**src/rtl/t9990_pkg.sv**
```systemverilog
// Shared T9990 types and widths used by the VRAM fetch path.
package t9990_pkg;

  localparam int unsigned T9990_VRAM_ADDR_WIDTH = 19;
  localparam int unsigned T9990_WORD_WIDTH      = 32;

  typedef enum logic [2:0] {
    IDLE,
    REQ,
    WAIT,
    FULL,
    DRAIN
  } fetch_state_t;

endpackage

```
**src/rtl/t9990_sync_fifo.sv**
```systemverilog
// Single-clock FIFO with flush and a registered read port (holds on empty pop).
module t9990_sync_fifo #(
  parameter int unsigned WIDTH = 32,
  parameter int unsigned DEPTH = 32
) (
  input  logic                     clk,
  input  logic                     rst_n,
  input  logic                     flush,
  input  logic                     push,
  input  logic [WIDTH-1:0]         wdata,
  input  logic                     pop,
  output logic [WIDTH-1:0]         rdata,
  output logic [$clog2(DEPTH):0]   level
);

  localparam int unsigned PW = $clog2(DEPTH);
  localparam int unsigned LW = PW + 1;

  logic [WIDTH-1:0] mem [DEPTH];
  logic [PW-1:0]    wr_ptr_q, wr_ptr_d;
  logic [PW-1:0]    rd_ptr_q, rd_ptr_d;
  logic [LW-1:0]    level_q, level_d;
  logic [WIDTH-1:0] rdata_q, rdata_d;
  logic             do_push, do_pop;

  always_comb begin
    do_push  = push && !flush && (level_q != LW'(DEPTH));
    do_pop   = pop && !flush && (level_q != '0);
    wr_ptr_d = wr_ptr_q;
    rd_ptr_d = rd_ptr_q;
    level_d  = level_q;
    rdata_d  = rdata_q;
    if (flush) begin
      wr_ptr_d = '0;
      rd_ptr_d = '0;
      level_d  = '0;
    end else begin
      if (do_push) wr_ptr_d = wr_ptr_q + 1'b1;
      if (do_pop) begin
        rd_ptr_d = rd_ptr_q + 1'b1;
        rdata_d  = mem[rd_ptr_q];
      end
      level_d = level_q + LW'(do_push) - LW'(do_pop);
    end
  end

  always_ff @(posedge clk) begin
    if (do_push) mem[wr_ptr_q] <= wdata;
  end

  always_ff @(posedge clk) begin
    if (!rst_n) begin
      wr_ptr_q <= '0;
      rd_ptr_q <= '0;
      level_q  <= '0;
      rdata_q  <= '0;
    end else begin
      wr_ptr_q <= wr_ptr_d;
      rd_ptr_q <= rd_ptr_d;
      level_q  <= level_d;
      rdata_q  <= rdata_d;
    end
  end

  assign rdata = rdata_q;
  assign level = level_q;

endmodule

```
**src/rtl/t9990_line_fetch_fifo.sv**
```systemverilog
// Line fetcher: one-outstanding VRAM word reads into a FIFO drained at dot rate.
module t9990_line_fetch_fifo
  import t9990_pkg::*;
#(
  parameter int unsigned BIT_WIDTH  = T9990_WORD_WIDTH,
  parameter int unsigned DEPTH      = 32,
  parameter int unsigned ADDR_WIDTH = T9990_VRAM_ADDR_WIDTH,
  parameter int unsigned LOW_MARK   = 8
) (
  input  logic                     CLK,
  input  logic                     RESET_n,
  input  logic                     DCLK_EN,
  input  logic                     LINE_START,
  input  logic [ADDR_WIDTH-1:0]    START_ADDR,
  input  logic [9:0]               WORD_COUNT,
  output logic                     VRAM_REQ,
  output logic [ADDR_WIDTH-1:0]    VRAM_ADDR,
  input  logic                     VRAM_ACK,
  input  logic [BIT_WIDTH-1:0]     VRAM_RDATA,
  input  logic                     VRAM_RVALID,
  output logic [BIT_WIDTH-1:0]     OUT,
  output logic                     OUT_VALID,
  output logic                     UNDERFLOW,
  output logic [$clog2(DEPTH):0]   LEVEL
);

  localparam int unsigned LW = $clog2(DEPTH) + 1;

  fetch_state_t          state_q, state_d;
  logic                  req_q, req_d;
  logic [ADDR_WIDTH-1:0] addr_q, addr_d;
  logic [9:0]            remaining_q, remaining_d;
  logic                  out_valid_q, out_valid_d;
  logic                  underflow_q, underflow_d;
  logic [LW-1:0]         level;
  logic                  ack_fire, push, pop_fire, words_due;

  t9990_sync_fifo #(
    .WIDTH (BIT_WIDTH),
    .DEPTH (DEPTH)
  ) u_fifo (
    .clk   (CLK),
    .rst_n (RESET_n),
    .flush (LINE_START),
    .push  (push),
    .wdata (VRAM_RDATA),
    .pop   (DCLK_EN),
    .rdata (OUT),
    .level (level)
  );

  always_comb begin
    state_d     = state_q;
    addr_d      = addr_q;
    remaining_d = remaining_q;
    push        = 1'b0;
    ack_fire    = req_q && VRAM_ACK;
    pop_fire    = DCLK_EN && !LINE_START && (level != '0);
    words_due   = (remaining_q != '0) || (state_q == REQ) || (state_q == WAIT);

    case (state_q)
      IDLE, FULL: begin
        if (LINE_START) begin
          remaining_d = WORD_COUNT;
          if (WORD_COUNT != '0) begin
            addr_d  = START_ADDR;
            state_d = REQ;
          end else begin
            state_d = IDLE;
          end
        end else if (state_q == FULL && level <= LW'(LOW_MARK)) begin
          state_d = (remaining_q != '0) ? REQ : IDLE;
        end
      end
      REQ: begin
        if (LINE_START) begin
          addr_d      = START_ADDR;
          remaining_d = WORD_COUNT;
          // An accepted request still owes one RVALID that must be swallowed.
          if (ack_fire)                state_d = DRAIN;
          else if (WORD_COUNT == '0)   state_d = IDLE;
        end else if (ack_fire) begin
          addr_d      = addr_q + 1'b1;
          remaining_d = remaining_q - 1'b1;
          state_d     = WAIT;
        end
      end
      WAIT: begin
        if (LINE_START) begin
          addr_d      = START_ADDR;
          remaining_d = WORD_COUNT;
          if (VRAM_RVALID) state_d = (WORD_COUNT != '0) ? REQ : IDLE;
          else             state_d = DRAIN;
        end else if (VRAM_RVALID) begin
          push = 1'b1;
          if (remaining_q == '0)                             state_d = IDLE;
          else if (level == LW'(DEPTH - 1) && !pop_fire)     state_d = FULL;
          else                                               state_d = REQ;
        end
      end
      DRAIN: begin
        if (LINE_START) begin
          addr_d      = START_ADDR;
          remaining_d = WORD_COUNT;
        end
        if (VRAM_RVALID) state_d = (remaining_d != '0) ? REQ : IDLE;
      end
      default: state_d = IDLE;
    endcase

    // A restart while requesting drops REQ for one cycle so the address change is clean.
    req_d = (state_d == REQ) && !(LINE_START && state_q == REQ);

    out_valid_d = out_valid_q;
    underflow_d = underflow_q;
    if (LINE_START) begin
      out_valid_d = 1'b0;
      underflow_d = 1'b0;
    end else if (DCLK_EN) begin
      if (level != '0)    out_valid_d = 1'b1;
      else if (words_due) underflow_d = 1'b1;
      else                out_valid_d = 1'b0;
    end
  end

  always_ff @(posedge CLK) begin
    if (!RESET_n) begin
      state_q     <= IDLE;
      req_q       <= 1'b0;
      addr_q      <= '0;
      remaining_q <= '0;
      out_valid_q <= 1'b0;
      underflow_q <= 1'b0;
    end else begin
      state_q     <= state_d;
      req_q       <= req_d;
      addr_q      <= addr_d;
      remaining_q <= remaining_d;
      out_valid_q <= out_valid_d;
      underflow_q <= underflow_d;
    end
  end

  assign VRAM_REQ  = req_q;
  assign VRAM_ADDR = addr_q;
  assign OUT_VALID = out_valid_q;
  assign UNDERFLOW = underflow_q;
  assign LEVEL     = level;

endmodule

```
**config.mk**
```make
export PLATFORM = sky130hd
export DESIGN_NAME = t9990_line_fetch_fifo
export DESIGN_NICKNAME = d
export VERILOG_FILES = /design/src/rtl/t9990_pkg.sv /design/src/rtl/t9990_sync_fifo.sv /design/src/rtl/t9990_line_fetch_fifo.sv
export SDC_FILE = /design/constraint.sdc
export NUM_CORES = 1
export LEC_CHECK = 0
export CAP_MARGIN = 20
export CORE_MARGIN = 2
export CORE_UTILIZATION = 57
export CTS_CLUSTER_SIZE = 12
export DETAILED_ROUTE_END_ITERATION = 12
export MAX_ROUTING_LAYER = met4
export PLACE_DENSITY = 0.75
export SLEW_MARGIN = 10
export SYNTH_ARGS = -nofsm -noshare
export SYNTH_HDL_FRONTEND = slang
export SYNTH_HIERARCHICAL = 1
export SYNTH_SLANG_ARGS = --single-unit
```
**constraint.sdc**
```tcl
create_clock -name CLK -period 9.9 [get_ports CLK]
set_clock_uncertainty 0.1 [all_clocks]
set_input_delay 0.99 -clock CLK [delete_from_list [all_inputs] [get_ports CLK]]
set_output_delay 0.99 -clock CLK [all_outputs]
set_load 0.05 [all_outputs]
```
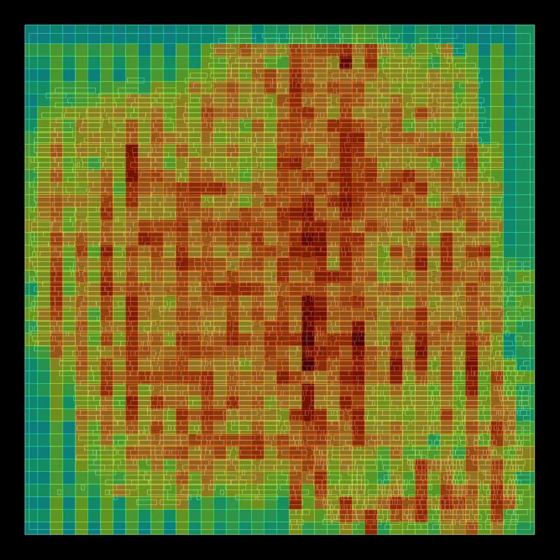
(images/final_congestion.png)
M2 GR Usage: 0.464
GR Util All Layers: 0.294
Routed WL per cell: 32.5 um
met3 usage: 0.0516
GRT Max-Usage Layer: met2

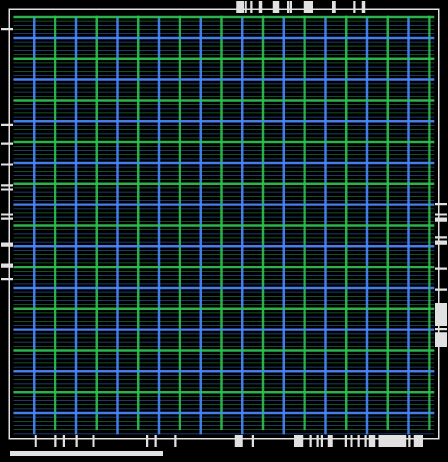
(images/pdn.png)
Scale bar: 100 um. Pins as bars on the die edge.
Key: green = VDD; blue = VSS
20 straps on met5. The core has 100 rows. 127 signal pins sit on the boundary.

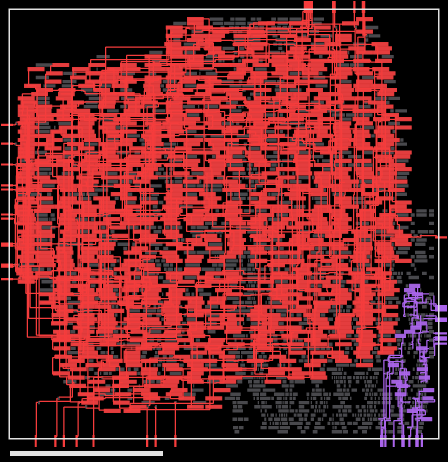
(images/port_nets.png)
Scale bar: 100 um.
Key: red = VRAM_RDATA [bits 32, direction input, edge 12 left, 11 top, 8 bottom, 1 right, end cells 1024, buffers 32, wire 23.4 mm]; purple = VRAM_ADDR [bits 19, direction output, edge 10 bottom, 9 right, end cells 19, buffers 19, wire 1010 um]

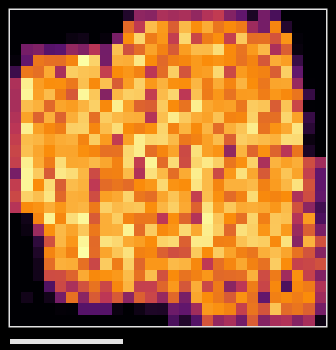
(images/density.png)
Scale bar: 100 um. The die is cut into 28 by 28 equal tiles; black is low, pale yellow is high, 0 to 100% covered.
The fullest tile reaches 100%. The emptiest ninth of the die: bottom left. The mean over all tiles is 61%. 42% of the tiles are over 75% full. 12% of the tiles are nearly empty.
Initial Utilization: 0.578
Core ar.: 74700 um2
post-layout util: 0.651

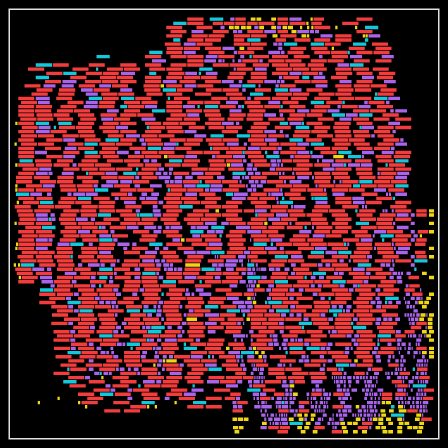
(images/cell_classes.png)
Key: cyan = clock drivers and dummy loads [cells 191]; purple = all other logic [cells 976]; yellow = other buffers and delay cells [cells 153]; red = flip-flops [cells 1107]

==> ci_impl_report.md <==
## PnR job results

| Metric | Value |
|---|---|
| First-pass DRT Iterations | `6` |
| Switching Share | `0.235` |
| Top cell area share | `0.712` |
| Synth flops | `1107` |
| Status | `complete, no violations` |
| Die height | `279 um` |
| Final net count | `2431` |
| Slowest CP cell | `nor2_4` |
| Clock buf count | `167` |
| CP top delay family | `simple AND/OR/NAND/NOR gates` |
| NonClk Buf Share | `0.0280` |
| CTS tree | `done` |
| Post-synth cell types | `79` |
| Met2 WL | `54200 um` |
| # Taps | `969` |
| Metal3 WL | `11000 um` |
| Peak Freq | `210 MHz` |
| Sequential share of cell area | `0.667` |
| Relative slew slack | `0.254` |
| R2R Path Start | `state_q[1]` |
| # port buffers | `126` |
| Wl on met1 | `40400 um` |
| Seq pwr | `5.21 mW` |
| Worst Setup Path Type | `input port to flip-flop` |
| Crit Reg-Reg Endpoint | `u_fifo/mem[25][11]` |
| Syn Nets | `2301` |
| Adder Share, Synth | `0.00510` |
| Hold Path Depth | `2` |
| Max_cap viols | `0` |
| Post_cts resized | `0` |
| Yosys Instances | `2217` |
| Crit-path cells | `clkdlybuf4s50_1, nor2b_1, and3_1, nor3b_1, nand2_1, nor2_4` |
| Vias in the first global route | `22300` |
| Crit Path Max Fanout | `32` |
| Final-layout clock-cell area share | `0.0671` |
| CTS Sinks | `1107` |
| Flop count | `1107` |
| Layout cells sized above 1 | `0.183` |
| Via/cell ratio | `6.82` |
| Antenna violations before repair | `3` |
| Final Cell Area | `48600 um2` |
| Largest power group | `sequential cells` |
Power figures rest on the tool's default switching activity, not on a simulated workload.
